==> src/rtl/multiplier_datapath_taint_track_bitwise_if.sv <==
// Strobe/operand bundle between the multiplier controller and its shift-add datapath,
// with a shadow taint bit carried alongside every data and strobe bit.
interface multiplier_datapath_taint_track_bitwise_if #(parameter int WIDTH = 4);
  logic [WIDTH-1:0]   mdIn, mdIn_t;
  logic [WIDTH-1:0]   mrIn, mrIn_t;
  logic               mdld, mdld_t;
  logic               mrld, mrld_t;
  logic               rsclear, rsclear_t;
  logic               rsload, rsload_t;
  logic               rsshr, rsshr_t;
  logic [WIDTH-1:0]   multiplierReg, multiplierReg_t;
  logic [2*WIDTH-1:0] product, product_t;

  modport master (
    output mdIn, mdIn_t, mrIn, mrIn_t, mdld, mdld_t, mrld, mrld_t,
           rsclear, rsclear_t, rsload, rsload_t, rsshr, rsshr_t,
    input  multiplierReg, multiplierReg_t, product, product_t
  );

  modport slave (
    input  mdIn, mdIn_t, mrIn, mrIn_t, mdld, mdld_t, mrld, mrld_t,
           rsclear, rsclear_t, rsload, rsload_t, rsshr, rsshr_t,
    output multiplierReg, multiplierReg_t, product, product_t
  );
endinterface

==> src/rtl/multiplier_datapath_taint_track_bitwise.sv <==
// Shift-add multiplier datapath with bitwise taint tracking on MD, MR, P and carry C.
// Define MDP_PRECISE_TAINT_EN for value-aware taint on tainted strobes; otherwise they taint the whole destination.
module multiplier_datapath_taint_track_bitwise #(
  parameter int WIDTH = 4
) (
  input logic clk,
  input logic rst,
  multiplier_datapath_taint_track_bitwise_if.slave bus
);

  localparam int PW = 2*WIDTH + 1;

  logic [WIDTH-1:0] md_q, md_d, md_t_q, md_t_d;
  logic [WIDTH-1:0] mr_q, mr_d, mr_t_q, mr_t_d;
  logic [PW-1:0]    cp_q, cp_d, cp_t_q, cp_t_d;
  logic [2:0]       strobe, strobe_t;
  logic [2*PW-1:0]  act;
`ifdef MDP_PRECISE_TAINT_EN
  logic [2*PW-1:0]  alt;
  logic [2:0]       combo;
`endif

  assign strobe   = {bus.rsclear,   bus.rsload,   bus.rsshr};
  assign strobe_t = {bus.rsclear_t, bus.rsload_t, bus.rsshr_t};

  // Outcome {value, taint} of {C,P} for one strobe pattern; op = {clear, load, shift}.
  function automatic logic [2*PW-1:0] p_op(
    input logic [2:0]       op,
    input logic [PW-1:0]    cp,
    input logic [PW-1:0]    cpt,
    input logic [WIDTH-1:0] md,
    input logic [WIDTH-1:0] mdt
  );
    logic [WIDTH:0]  sum;
    logic [WIDTH:0]  sum_t;
    logic            acc;
    logic [PW-1:0]   v;
    logic [PW-1:0]   t;
    v     = cp;
    t     = cpt;
    sum   = '0;
    sum_t = '0;
    acc   = 1'b0;
    if (op[2]) begin
      v = '0;
      t = '0;
    end else if (op[1]) begin
      sum = {1'b0, cp[2*WIDTH-1:WIDTH]} + {1'b0, md};
      for (int i = 0; i < WIDTH; i++) begin
        acc      = acc | cpt[WIDTH+i] | mdt[i];
        sum_t[i] = acc;
      end
      sum_t[WIDTH] = acc;
      v = {sum, cp[WIDTH-1:0]};
      t = {sum_t, cpt[WIDTH-1:0]};
    end else if (op[0]) begin
      v = {1'b0, cp[PW-1:1]};
      t = {1'b0, cpt[PW-1:1]};
    end
    return {v, t};
  endfunction

  always_comb begin
    md_d = bus.mdld ? bus.mdIn : md_q;
    mr_d = bus.mrld ? bus.mrIn : mr_q;
`ifdef MDP_PRECISE_TAINT_EN
    md_t_d = bus.mdld_t ? (bus.mdIn_t | md_t_q | (bus.mdIn ^ md_q))
                        : (bus.mdld ? bus.mdIn_t : md_t_q);
    mr_t_d = bus.mrld_t ? (bus.mrIn_t | mr_t_q | (bus.mrIn ^ mr_q))
                        : (bus.mrld ? bus.mrIn_t : mr_t_q);
`else
    md_t_d = bus.mdld_t ? '1 : (bus.mdld ? bus.mdIn_t : md_t_q);
    mr_t_d = bus.mrld_t ? '1 : (bus.mrld ? bus.mrIn_t : mr_t_q);
`endif

    act    = p_op(strobe, cp_q, cp_t_q, md_q, md_t_q);
    cp_d   = act[2*PW-1:PW];
    cp_t_d = act[PW-1:0];
`ifdef MDP_PRECISE_TAINT_EN
    // Merge every strobe pattern reachable by flipping tainted strobes, losers included.
    for (int k = 0; k < 8; k++) begin
      combo = 3'(k);
      alt   = '0;
      if (((combo ^ strobe) & ~strobe_t) == 3'b000) begin
        alt    = p_op(combo, cp_q, cp_t_q, md_q, md_t_q);
        cp_t_d = cp_t_d | alt[PW-1:0] | (alt[2*PW-1:PW] ^ cp_d);
      end
    end
`else
    if (|strobe_t) cp_t_d = '1;
`endif
  end

  always_ff @(posedge clk) begin
    if (rst) begin
      md_q   <= '0;
      md_t_q <= '0;
      mr_q   <= '0;
      mr_t_q <= '0;
      cp_q   <= '0;
      cp_t_q <= '0;
    end else begin
      md_q   <= md_d;
      md_t_q <= md_t_d;
      mr_q   <= mr_d;
      mr_t_q <= mr_t_d;
      cp_q   <= cp_d;
      cp_t_q <= cp_t_d;
    end
  end

  assign bus.multiplierReg   = mr_q;
  assign bus.multiplierReg_t = mr_t_q;
  assign bus.product         = cp_q[2*WIDTH-1:0];
  assign bus.product_t       = cp_t_q[2*WIDTH-1:0];

endmodule

==> src/flat_wrapper.sv <==
// flat-port wrapper written by rule: the top's interface ports become plain ports
module multiplier_datapath_taint_track_bitwise_flat 
#(
  parameter int WIDTH = 4
)
  (clk, rst, bus_mdIn, bus_mdIn_t, bus_mrIn, bus_mrIn_t, bus_mdld, bus_mdld_t, bus_mrld, bus_mrld_t, bus_rsclear, bus_rsclear_t, bus_rsload, bus_rsload_t, bus_rsshr, bus_rsshr_t, bus_multiplierReg, bus_multiplierReg_t, bus_product, bus_product_t);
  multiplier_datapath_taint_track_bitwise_if #(.WIDTH(WIDTH)) bus_i ();
  input logic clk;
  input logic rst;
  input wire logic [$bits(bus_i.mdIn)-1:0] bus_mdIn;
  input wire logic [$bits(bus_i.mdIn_t)-1:0] bus_mdIn_t;
  input wire logic [$bits(bus_i.mrIn)-1:0] bus_mrIn;
  input wire logic [$bits(bus_i.mrIn_t)-1:0] bus_mrIn_t;
  input wire logic [$bits(bus_i.mdld)-1:0] bus_mdld;
  input wire logic [$bits(bus_i.mdld_t)-1:0] bus_mdld_t;
  input wire logic [$bits(bus_i.mrld)-1:0] bus_mrld;
  input wire logic [$bits(bus_i.mrld_t)-1:0] bus_mrld_t;
  input wire logic [$bits(bus_i.rsclear)-1:0] bus_rsclear;
  input wire logic [$bits(bus_i.rsclear_t)-1:0] bus_rsclear_t;
  input wire logic [$bits(bus_i.rsload)-1:0] bus_rsload;
  input wire logic [$bits(bus_i.rsload_t)-1:0] bus_rsload_t;
  input wire logic [$bits(bus_i.rsshr)-1:0] bus_rsshr;
  input wire logic [$bits(bus_i.rsshr_t)-1:0] bus_rsshr_t;
  output wire logic [$bits(bus_i.multiplierReg)-1:0] bus_multiplierReg;
  output wire logic [$bits(bus_i.multiplierReg_t)-1:0] bus_multiplierReg_t;
  output wire logic [$bits(bus_i.product)-1:0] bus_product;
  output wire logic [$bits(bus_i.product_t)-1:0] bus_product_t;
  assign bus_i.mdIn = bus_mdIn;
  assign bus_i.mdIn_t = bus_mdIn_t;
  assign bus_i.mrIn = bus_mrIn;
  assign bus_i.mrIn_t = bus_mrIn_t;
  assign bus_i.mdld = bus_mdld;
  assign bus_i.mdld_t = bus_mdld_t;
  assign bus_i.mrld = bus_mrld;
  assign bus_i.mrld_t = bus_mrld_t;
  assign bus_i.rsclear = bus_rsclear;
  assign bus_i.rsclear_t = bus_rsclear_t;
  assign bus_i.rsload = bus_rsload;
  assign bus_i.rsload_t = bus_rsload_t;
  assign bus_i.rsshr = bus_rsshr;
  assign bus_i.rsshr_t = bus_rsshr_t;
  assign bus_multiplierReg = bus_i.multiplierReg;
  assign bus_multiplierReg_t = bus_i.multiplierReg_t;
  assign bus_product = bus_i.product;
  assign bus_product_t = bus_i.product_t;
  multiplier_datapath_taint_track_bitwise #(.WIDTH(WIDTH)) u_core (.clk(clk), .rst(rst), .bus(bus_i));
endmodule
==> config.mk <==
export PLATFORM = sky130hd
export DESIGN_NAME = multiplier_datapath_taint_track_bitwise_flat
export DESIGN_NICKNAME = d
export VERILOG_FILES = /design/src/rtl/multiplier_datapath_taint_track_bitwise_if.sv /design/src/rtl/multiplier_datapath_taint_track_bitwise.sv /design/src/flat_wrapper.sv
export SDC_FILE = /design/constraint.sdc
export NUM_CORES = 1
export LEC_CHECK = 0
export CAP_MARGIN = 5
export CORE_ASPECT_RATIO = 0.7
export CORE_MARGIN = 2
export CORE_UTILIZATION = 40
export CTS_BUF_LIST = sky130_fd_sc_hd__clkbuf_2
export DETAILED_ROUTE_END_ITERATION = 6
export DONT_BUFFER_PORTS = 1
export PLACE_DENSITY = 0.58
export SLEW_MARGIN = 5
export SYNTH_ARGS = -nofsm -noshare
export SYNTH_HDL_FRONTEND = slang
export SYNTH_SLANG_ARGS = --single-unit
==> constraint.sdc <==
create_clock -name clk -period 2.15 [get_ports clk]
set_clock_uncertainty 0.1 [all_clocks]
set_input_delay 0.215 -clock clk [delete_from_list [all_inputs] [get_ports clk]]
set_output_delay 0.215 -clock clk [all_outputs]
set_load 0.005 [all_outputs]
==> results.sh, run 1 <==
# flow metrics
export IMPL_path_class="input pin to flip-flop"
export IMPL_r2r_start="u_core.cp_q[4]"
export IMPL_enable_flop_cells=0
export IMPL_ys_sh_aoi_pct=16.2
export IMPL_hold_depth=3
export IMPL_cts_clk_slew_worst_paths_ns=0.15
export IMPL_ys_cells=187
export IMPL_comb_area_share_pct=40.4
export IMPL_stdcell_area_um2=1900
export IMPL_fmax_mhz=482
export IMPL_hold_slack_ns=0.0400
export IMPL_antenna_found_initial=0
export IMPL_critPathTopFamily="buffers and inverters"
export IMPL_chipHeight_um=57.5
export IMPL_critPathCapture="u_core.cp_t_q[4]"
export IMPL_grt_max_degree=24
export IMPL_comb_power_mw=0.176
export IMPL_place_congestion=0.727
export IMPL_drive_gt1_share_pct=5.45
export IMPL_fillers=395
export IMPL_top_layer_used="met4"
export IMPL_met1_usage_pct=22.4
export IMPL_p_leak_nw=0.769
export IMPL_ctsHoldBuffers=32
export IMPL_vdd_ir_drop_max_mv=0.383
export IMPL_ys_flops=34
export IMPL_crit_required_ns=2.36
export IMPL_outcome="finished clean"
export IMPL_cpPeakStageDelay_ns=0.69
export IMPL_cts_sinks=34
export IMPL_cts_resized=0
export IMPL_setup_violations=0
export IMPL_r2r_slack_ns=0.10
export IMPL_max_slew_margin_rel_pct=43.9
export IMPL_worstSetupStartpointType="input pin"
export IMPL_synth_cell_area_um2=1640
export IMPL_initCoreUtil_pct=41.7
export IMPL_adder_share_pct=4.28
export IMPL_layout_nets=235
export IMPL_io_pins=52
export IMPL_drt_iter0_markers=45
export IMPL_mostFrequentLayoutCell="dfxtp_1"
export IMPL_drv_slew=0
export IMPL_crit_cells=6
export IMPL_pre_cts_ws_ns=0.421
export IMPL_p_int_mw=0.850
export IMPL_top_logic_kind="simple AND/OR/NAND/NOR gates"
export IMPL_cts_inserted_buffers=5
export IMPL_yosys_top_cells_count="dfxtp_1, nor2_1, nand2_1"
export IMPL_ys_sh_xor_pct=0.536
export IMPL_rr_endpoint="u_core.cp_q[5]"
export IMPL_top_area_share_pct=41.6
export IMPL_path_buffers=2
export IMPL_async_flop_share_pct=0
export IMPL_dp_cells=215
export IMPL_route_met3_wl_um=230
export IMPL_nClkBuffers=7
export IMPL_track_usage_pct=17.6
export IMPL_powerClk_mw=0.281
export IMPL_worstSetupEndpointType="flip-flop"
export IMPL_nNonClkBuffers=33
export IMPL_tns_ns=0
export IMPL_ff_type="dfxtp_1"
export IMPL_tightest_slew_ns=0.839
export IMPL_inv_count=6
export IMPL_root_buffer="clkbuf_2"
export IMPL_crit_start="bus_rsload"
export IMPL_yosys_mux_area_fraction_pct=8.03
export IMPL_wl_met2_mm=1.76
export IMPL_p_total_mw=1.16
export IMPL_clock_area_share_pct=1.85
export IMPL_crit_path_frequent_cell="dlygate4sd3_1"
export IMPL_netSwitchingPower_mw=0.308
export IMPL_cellPowerDensity_nw_per_um2=611
export IMPL_p_clk_share_pct=24.3
export IMPL_cp_slowest_cell="dlygate4sd3_1"
export IMPL_min_to="u_core.cp_q[2]"
export IMPL_layout_min_cycle_time_ns=2.07
export IMPL_portBuffers=0
export IMPL_row_count=19
export IMPL_maxCapViolCount=0
export IMPL_htree_levels=2
export IMPL_hold_viol=0
export IMPL_grt_first_pass_wirelength_mm=6.12
export IMPL_grt_busiest_layer="met2"
export IMPL_logic_gate_count=122
export IMPL_switching_share_pct=26.6
export IMPL_first_pass_iters=4
export IMPL_hold_path_startpoint="bus_rsshr"
export IMPL_warning_count=26
export IMPL_final_core_util_pct=48.4
export IMPL_cts_buffer_depth=2
export IMPL_synth_most_common_cell="dfxtp_1"
export IMPL_place_area_um2=1540
export IMPL_synth_warning_count=0
export IMPL_ant_nets=0
export IMPL_synth_distinct_cells=33
export IMPL_wl_per_cell_um=14.7
export IMPL_syn_num_nets=220
export IMPL_diodes=0
export IMPL_worstHoldPathType="input pin to flip-flop"
export IMPL_sequentialPower_mw=0.701
export IMPL_yosys_area_um2=1640
export IMPL_die_area_um2=4620
export IMPL_use_met3_pct=5.70
export IMPL_r2r_worst_path_cells=5
export IMPL_globalRouteOverflowTotal=0
export IMPL_core_area_um2=3920
export IMPL_mi_logic_area_um2=766
export IMPL_wl_met1_mm=1.69
export IMPL_cp_cell_sequence="dlygate4sd3_1, nor2b_4, a211oi_1, or3_1, a21oi_1, dlygate4sd3_1"
export IMPL_synth_cells=187
export IMPL_critPathMaxFanout=9
export IMPL_seqPwrFrac_pct=60.5
export IMPL_viasPerCell=5.14
export IMPL_final_seq_area_um2=681
export IMPL_nonClkBufAreaFrac_pct=17.3
export IMPL_clk_insertion_delay_late_ns=0.36
export IMPL_largest_class="combinational gates"
export IMPL_grt_use_met2_pct=27.5
export IMPL_nWellTaps=52
export IMPL_combPwrFrac_pct=15.2
export IMPL_synth_seq_share_pct=41.6
export IMPL_wirelength_mm=3.75
export IMPL_vias=1305
export IMPL_yosysTopAreaCell="dfxtp_1"
export IMPL_finalCritPeriodShare_pct=96.5
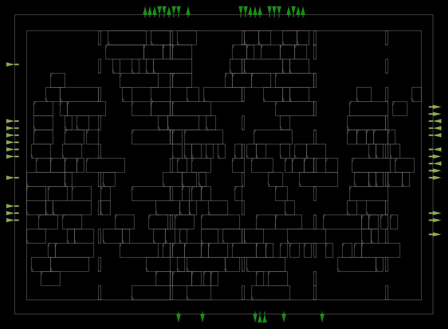
Figure 1: run 1, cell outlines without signal wires.
Final Non-Filler Cells: 254
FF+latch count: 34
flop share of the area: 35.9%

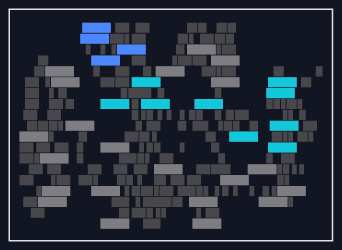
Figure 2: run 1, sequential cells grouped by signal name.
(4 px per um)
- cyan: `u_core.cp_t_q` (flops 9)
- blue: `u_core.bus.multiplierReg` (flops 4; where north-west)
- not colored: 21

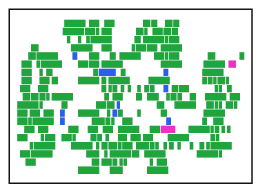
Figure 3: run 1, cell sizes after repair.
(3 px per um)
- green: _0 and _1 cells (cells 191; share 95%)
- blue: _2 cells (cells 9; share 4.5%)
- magenta: _3 and _4 cells (cells 2; share 0.99%)

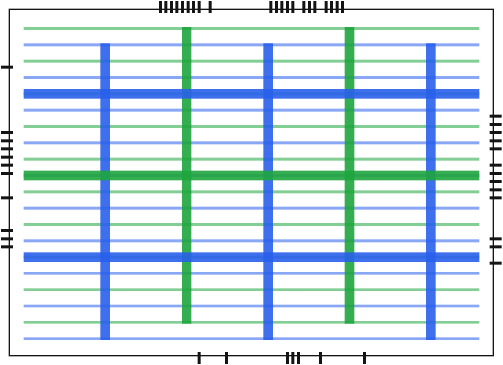
Figure 4: run 1, floorplan with the power grid.
(6 px per um) Pins as bars on the die edge.
- green: VDD
- blue: VSS
- rows: 19
- met1 rails: 20
- signal pins: 52
- met4 straps: 5

--- run 2 (diff from run 1) ---
Settings changed: CORE_UTILIZATION 40 to 62, PLACE_DENSITY 0.58 to 0.82.
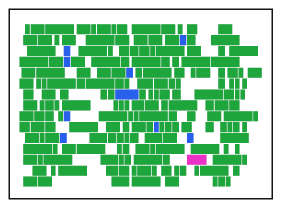
Figure 5: run 2, cell sizes after repair.
(4 px per um)
- blue: _2 cells (cells 9; share 4.5%)
- magenta: _3 and _4 cells (cells 1; share 0.50%)
- green: _0 and _1 cells (cells 189; share 95%)

==> run 2 against run 1 <==
Net effect:
- wire length shrank 2.4%
- hold slack worse by 0.032 ns
- combinational power decreased by 2%
- utilization increased by 26 points
- sequential share of layout area grew 1.1 points
- sequential cell count did not move
- highest routed layer unchanged
- register-to-register slack better by 0.33 ns
==> results.sh, run 2 <==
# flow metrics
export IMPL_outcome="finished clean"
export IMPL_worstSetupEndpointType="flip-flop"
export IMPL_io_pins=52
export IMPL_r2r_start="u_core.cp_q[4]"
export IMPL_dp_cells=196
export IMPL_ys_sh_aoi_pct=16.2
export IMPL_drt_iter0_markers=68
export IMPL_grt_max_degree=24
export IMPL_seq_area_share_pct=37.0
export IMPL_first_pass_iters=4
export IMPL_min_to="u_core.cp_q[0]"
export IMPL_crit_cells=6
export IMPL_globalRouteOverflowTotal=0
export IMPL_ctsHoldBuffers=29
export IMPL_hold_path_startpoint="bus_rsshr"
export IMPL_p_leak_nw=0.757
export IMPL_top_logic_kind="simple AND/OR/NAND/NOR gates"
export IMPL_cts_clk_slew_worst_paths_ns=0.18
export IMPL_vias=1323
export IMPL_yosysTopAreaCell="dfxtp_1"
export IMPL_ys_cells=187
export IMPL_initCoreUtil_pct=66.0
export IMPL_ys_sh_xor_pct=0.536
export IMPL_crit_required_ns=2.39
export IMPL_path_class="input pin to flip-flop"
export IMPL_adder_share_pct=4.28
export IMPL_cts_inserted_buffers=5
export IMPL_yosys_top_cells_count="dfxtp_1, nor2_1, nand2_1"
export IMPL_critPathCapture="u_core.cp_t_q[3]"
export IMPL_mostFrequentLayoutCell="dfxtp_1"
export IMPL_netSwitchingPower_mw=0.328
export IMPL_cp_cell_sequence="dlygate4sd3_1, nor2b_4, nand2_1, a21o_1, a21oi_1, dlygate4sd3_1"
export IMPL_crit_path_frequent_cell="dlygate4sd3_1"
export IMPL_critPathMaxFanout=11
export IMPL_r2r_worst_path_cells=6
export IMPL_nNonClkBuffers=29
export IMPL_top_area_share_pct=41.6
export IMPL_seqPwrFrac_pct=60.1
export IMPL_ff_type="dfxtp_1"
export IMPL_comb_power_mw=0.172
export IMPL_largest_class="combinational gates"
export IMPL_cpPeakStageDelay_ns=0.72
export IMPL_drv_slew=0
export IMPL_tightest_slew_ns=0.787
export IMPL_drive_gt1_share_pct=5.03
export IMPL_place_area_um2=1510
export IMPL_met1_usage_pct=34.0
export IMPL_async_flop_share_pct=0
export IMPL_vdd_ir_drop_max_mv=0.476
export IMPL_ant_nets=0
export IMPL_final_core_util_pct=74.3
export IMPL_wl_met1_mm=1.63
export IMPL_p_total_mw=1.17
export IMPL_route_met3_wl_um=283
export IMPL_combPwrFrac_pct=14.8
export IMPL_switching_share_pct=28.1
export IMPL_hold_depth=3
export IMPL_final_seq_area_um2=681
export IMPL_wirelength_mm=3.66
export IMPL_hold_slack_ns=0.00760
export IMPL_viasPerCell=5.68
export IMPL_stdcell_area_um2=1840
export IMPL_flop_count=34
export IMPL_tns_ns=0
export IMPL_cp_slowest_cell="dlygate4sd3_1"
export IMPL_yosys_mux_area_fraction_pct=8.03
export IMPL_portBuffers=0
export IMPL_place_congestion=0.927
export IMPL_cts_sinks=34
export IMPL_path_buffers=2
export IMPL_layout_nets=231
export IMPL_diodes=0
export IMPL_ys_flops=34
export IMPL_synth_cells=187
export IMPL_grt_busiest_layer="met2"
export IMPL_use_met3_pct=7.43
export IMPL_sequentialPower_mw=0.701
export IMPL_rr_endpoint="u_core.cp_q[8]"
export IMPL_comb_area_share_pct=41.6
export IMPL_worstSetupStartpointType="input pin"
export IMPL_layout_min_cycle_time_ns=1.91
export IMPL_clk_insertion_delay_late_ns=0.38
export IMPL_synth_distinct_cells=33
export IMPL_cts_buffer_depth=2
export IMPL_wl_met2_mm=1.69
export IMPL_finalCritPeriodShare_pct=88.9
export IMPL_mi_logic_area_um2=766
export IMPL_grt_first_pass_wirelength_mm=5.75
export IMPL_grt_use_met2_pct=41.2
export IMPL_r2r_slack_ns=0.43
export IMPL_powerClk_mw=0.293
export IMPL_nonClkBufAreaFrac_pct=15.8
export IMPL_critPathTopFamily="buffers and inverters"
export IMPL_clock_area_share_pct=2.11
export IMPL_die_area_um2=3070
export IMPL_syn_num_nets=220
export IMPL_enable_flop_cells=0
export IMPL_track_usage_pct=25.5
export IMPL_worstHoldPathType="input pin to flip-flop"
export IMPL_logic_gate_count=122
export IMPL_chipHeight_um=47.0
export IMPL_root_buffer="clkbuf_2"
export IMPL_synth_most_common_cell="dfxtp_1"
export IMPL_synth_seq_share_pct=41.6
export IMPL_synth_warning_count=0
export IMPL_cts_resized=0
export IMPL_synth_cell_area_um2=1640
export IMPL_p_clk_share_pct=25.1
export IMPL_max_slew_margin_rel_pct=47.4
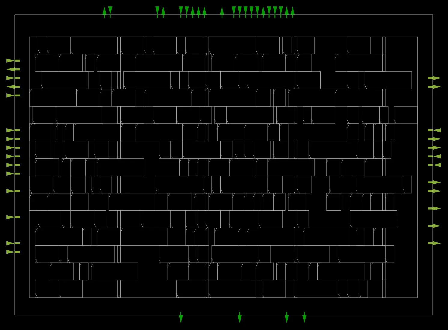
Figure 6: run 2, cell outlines without signal wires.
# rows: 15
core area: 2480 um2
Final Non-Filler Cells: 233
# Taps: 34
fillers: 174

Power and IR drop assume default switching activity.
